--- src/rtl/alu_op_sequencer.sv ---
// Issue side of the ALU result multiplexer: accepts one RV32I ALU op per handshake,
// drives registered operands/controls to the ALU, captures and returns the result.
module alu_op_sequencer #(
  parameter int N     = 32,
  parameter int CNT_W = 16
) (
  input  logic             clk,
  input  logic             rst_n,
  input  logic             in_valid,
  output logic             in_ready,
  input  logic [2:0]       funct3,
  input  logic             funct7_5,
  input  logic             is_imm,
  input  logic [N-1:0]     rs1_val,
  input  logic [N-1:0]     rs2_val,
  input  logic [N-1:0]     imm,
  output logic [N-1:0]     alu_x,
  output logic [N-1:0]     alu_y,
  output logic             alu_sub,
  output logic             alu_s0,
  output logic             alu_s1,
  input  logic [N-1:0]     alu_result,
  output logic             out_valid,
  input  logic             out_ready,
  output logic [N-1:0]     out_result,
  output logic             out_illegal,
  output logic [CNT_W-1:0] op_count
);

  typedef enum logic [1:0] {IDLE, EXEC, DONE} state_e;

  state_e           state_q, state_d;
  logic [N-1:0]     alu_x_q, alu_x_d;
  logic [N-1:0]     alu_y_q, alu_y_d;
  logic             alu_sub_q, alu_sub_d;
  logic [1:0]       sel_q, sel_d;
  logic             illegal_q, illegal_d;
  logic [N-1:0]     out_result_q, out_result_d;
  logic [CNT_W-1:0] op_count_q, op_count_d;

  logic [1:0]       dec_sel;
  logic             dec_sub;
  logic             dec_illegal;

  // Only register-register ADD may subtract; ADDI has no SUB encoding.
  always_comb begin
    dec_sel     = 2'b00;
    dec_sub     = 1'b0;
    dec_illegal = 1'b0;
    unique case (funct3)
      3'b000:  dec_sub = ~is_imm & funct7_5;
      3'b111:  dec_sel = 2'b01;
      3'b110:  dec_sel = 2'b10;
      3'b100:  dec_sel = 2'b11;
      default: dec_illegal = 1'b1;
    endcase
  end

  // NOTE: every always_comb output starts from its held value so no path can infer a latch.
  always_comb begin
    state_d      = state_q;
    alu_x_d      = alu_x_q;
    alu_y_d      = alu_y_q;
    alu_sub_d    = alu_sub_q;
    sel_d        = sel_q;
    illegal_d    = illegal_q;
    out_result_d = out_result_q;
    op_count_d   = op_count_q;
    unique case (state_q)
      IDLE: begin
        if (in_valid) begin
          alu_x_d   = rs1_val;
          alu_y_d   = is_imm ? imm : rs2_val;
          alu_sub_d = dec_sub;
          sel_d     = dec_sel;
          illegal_d = dec_illegal;
          state_d   = EXEC;
        end
      end
      EXEC: begin
        out_result_d = illegal_q ? '0 : alu_result;
        state_d      = DONE;
      end
      DONE: begin
        if (out_ready) begin
          op_count_d = op_count_q + CNT_W'(1);
          state_d    = IDLE;
        end
      end
      default: state_d = IDLE;
    endcase
  end

  // NOTE: sequential state uses non-blocking assignments so all flops update together at the edge.
  always_ff @(posedge clk or negedge rst_n) begin
    if (!rst_n) begin
      state_q      <= IDLE;
      alu_x_q      <= '0;
      alu_y_q      <= '0;
      alu_sub_q    <= 1'b0;
      sel_q        <= 2'b00;
      illegal_q    <= 1'b0;
      out_result_q <= '0;
      op_count_q   <= '0;
    end else begin
      state_q      <= state_d;
      alu_x_q      <= alu_x_d;
      alu_y_q      <= alu_y_d;
      alu_sub_q    <= alu_sub_d;
      sel_q        <= sel_d;
      illegal_q    <= illegal_d;
      out_result_q <= out_result_d;
      op_count_q   <= op_count_d;
    end
  end

  assign in_ready    = (state_q == IDLE);
  assign out_valid   = (state_q == DONE);
  assign alu_x       = alu_x_q;
  assign alu_y       = alu_y_q;
  assign alu_sub     = alu_sub_q;
  assign alu_s1      = sel_q[1];
  assign alu_s0      = sel_q[0];
  assign out_illegal = illegal_q;
  assign out_result  = out_result_q;
  assign op_count    = op_count_q;

endmodule

--- config.mk ---
export PLATFORM = sky130hd
export DESIGN_NAME = alu_op_sequencer
export DESIGN_NICKNAME = d
export VERILOG_FILES = /design/src/rtl/alu_op_sequencer.sv
export SDC_FILE = /design/constraint.sdc
export NUM_CORES = 1
export LEC_CHECK = 0
export CORE_MARGIN = 2
export CORE_UTILIZATION = 43
export DETAILED_ROUTE_END_ITERATION = 6
export GPL_TIMING_DRIVEN = 0
export HOLD_SLACK_MARGIN = 0.02
export PLACE_DENSITY_LB_ADDON = 0.1
export SETUP_SLACK_MARGIN = 0.05
export SLEW_MARGIN = 20
export SYNTH_ARGS = -nofsm -noshare
export SYNTH_HDL_FRONTEND = slang
export SYNTH_SLANG_ARGS = --single-unit
--- constraint.sdc ---
create_clock -name clk -period 2.25 [get_ports clk]
set_input_delay 0.45 -clock clk [delete_from_list [all_inputs] [get_ports clk]]
set_output_delay 0.45 -clock clk [all_outputs]
set_load 0.05 [all_outputs]
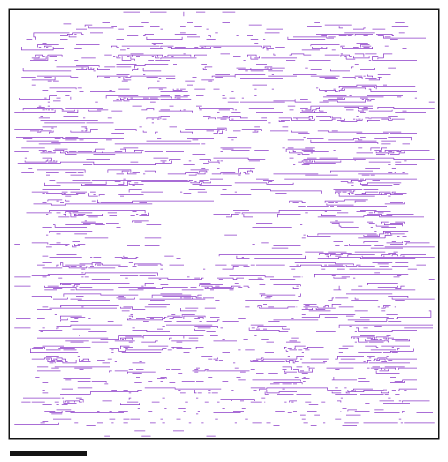
(images/layer_met1.png)
Bar = 20 um.
nets with wire on the layer = 800
wire length on this layer = 5510 um

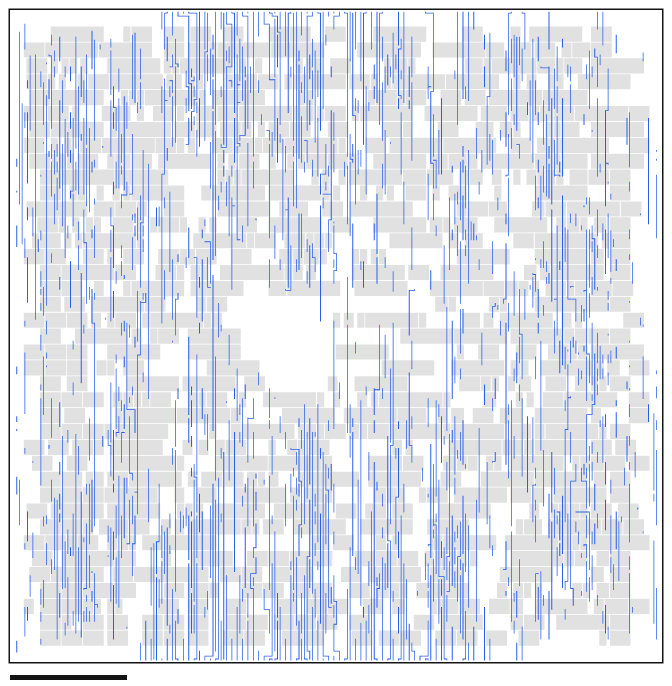
(images/layer_met2.png)
Bar = 20 um.
share of all routed wire = 50%
wire length on this layer = 7150 um
longest straight run = 45.2 um
nets with wire on the layer = 785
main direction = vertical
Routed Wire Length: 14.2 mm
Vias: 4550
met2 Usage GRT: 41.0%

==> qor.txt <==
outcome - finished clean
overall power - 0.0136 W
Int Pwr - 0.00730 W
FP Util - 43.8%
busiest layer in global routing - met2
CP bufs+invs - 1
Cells after DPL - 902
Rows - 39
number of enable flip-flop cells - 0
Setup crit end kind - primary output
FF+latch area - 2950 sq um
Die X - 112 um
Vias/cell - 4.87
and-or/or-and share of the synthesized area - 6.74%
Hold Worst Slack - 0.468 ns
IO buf count - 253
crit path time final - 2.16 ns
first-pass GRT wire length - 22.8 mm
PD cells - 1630 nW/um^2
Late-Pin Clk Latency - 0.41 ns
r2r setup slk - 0.62 ns
area grow syn2layout - 67.9%
Final #Nets - 917
initial antenna violation count - 0
Hold Vio Cnt, Final - 0
# resized after CTS - 3
synth warn - 0
Worst Clk Skew - 0.00531 ns
inverters - 3
TritonCTS clock tree - yes
Well Taps - 143
DRT met1 WL - 5.51 mm
GRT met1 Usage - 25.3%
clock group power - 0.00285 W
combinational gate count - 356
Biggest consumer - combinational cells
top post-synthesis cells by area - dfrtp_1 59%, nand2_1 13%, o21ai_0 6.7%
largest stage delay on the critical path - 0.85 ns
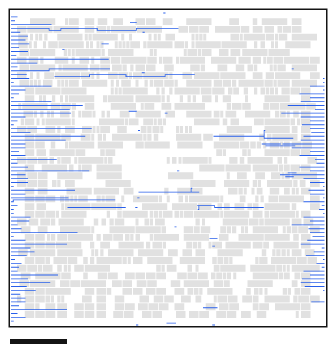
(images/layer_met3.png)
Bar = 20 um.
main direction = horizontal
longest straight run = 35.9 um
wire length on this layer = 1260 um

flip-flops by register name, summed over array words and instances, names as in the netlist:
name	count
alu_y	32
out_illegal	1
sel_q	2
out_result	32
op_count	16
alu_sub	1
state_q	2
alu_x	32
worst max-delay path by stage:
| stage | startpoint | end | slack (ns) |
|---|---|---|---|
| 6_report | op_count[7]$_DFFE_PN0P_ | op_count[7] | 0.09 |
| 5_1_grt | op_count[7]$_DFFE_PN0P_ | op_count[7] | 0.05 |
| 4_1_cts | op_count[3]$_DFFE_PN0P_ | op_count[3] | 0.07 |
| 3_5_place_dp | in_valid | alu_x[12]$_DFFE_PN0P_ | 0.21 |
| 3_3_place_gp | rst_n | alu_x[10]$_DFFE_PN0P_ | -3.72 |
| 2_1_floorplan | state_q[1]$_DFFE_PN0P_ | alu_x[10]$_DFFE_PN0P_ | 0.32 |
Power and IR drop assume default switching activity.
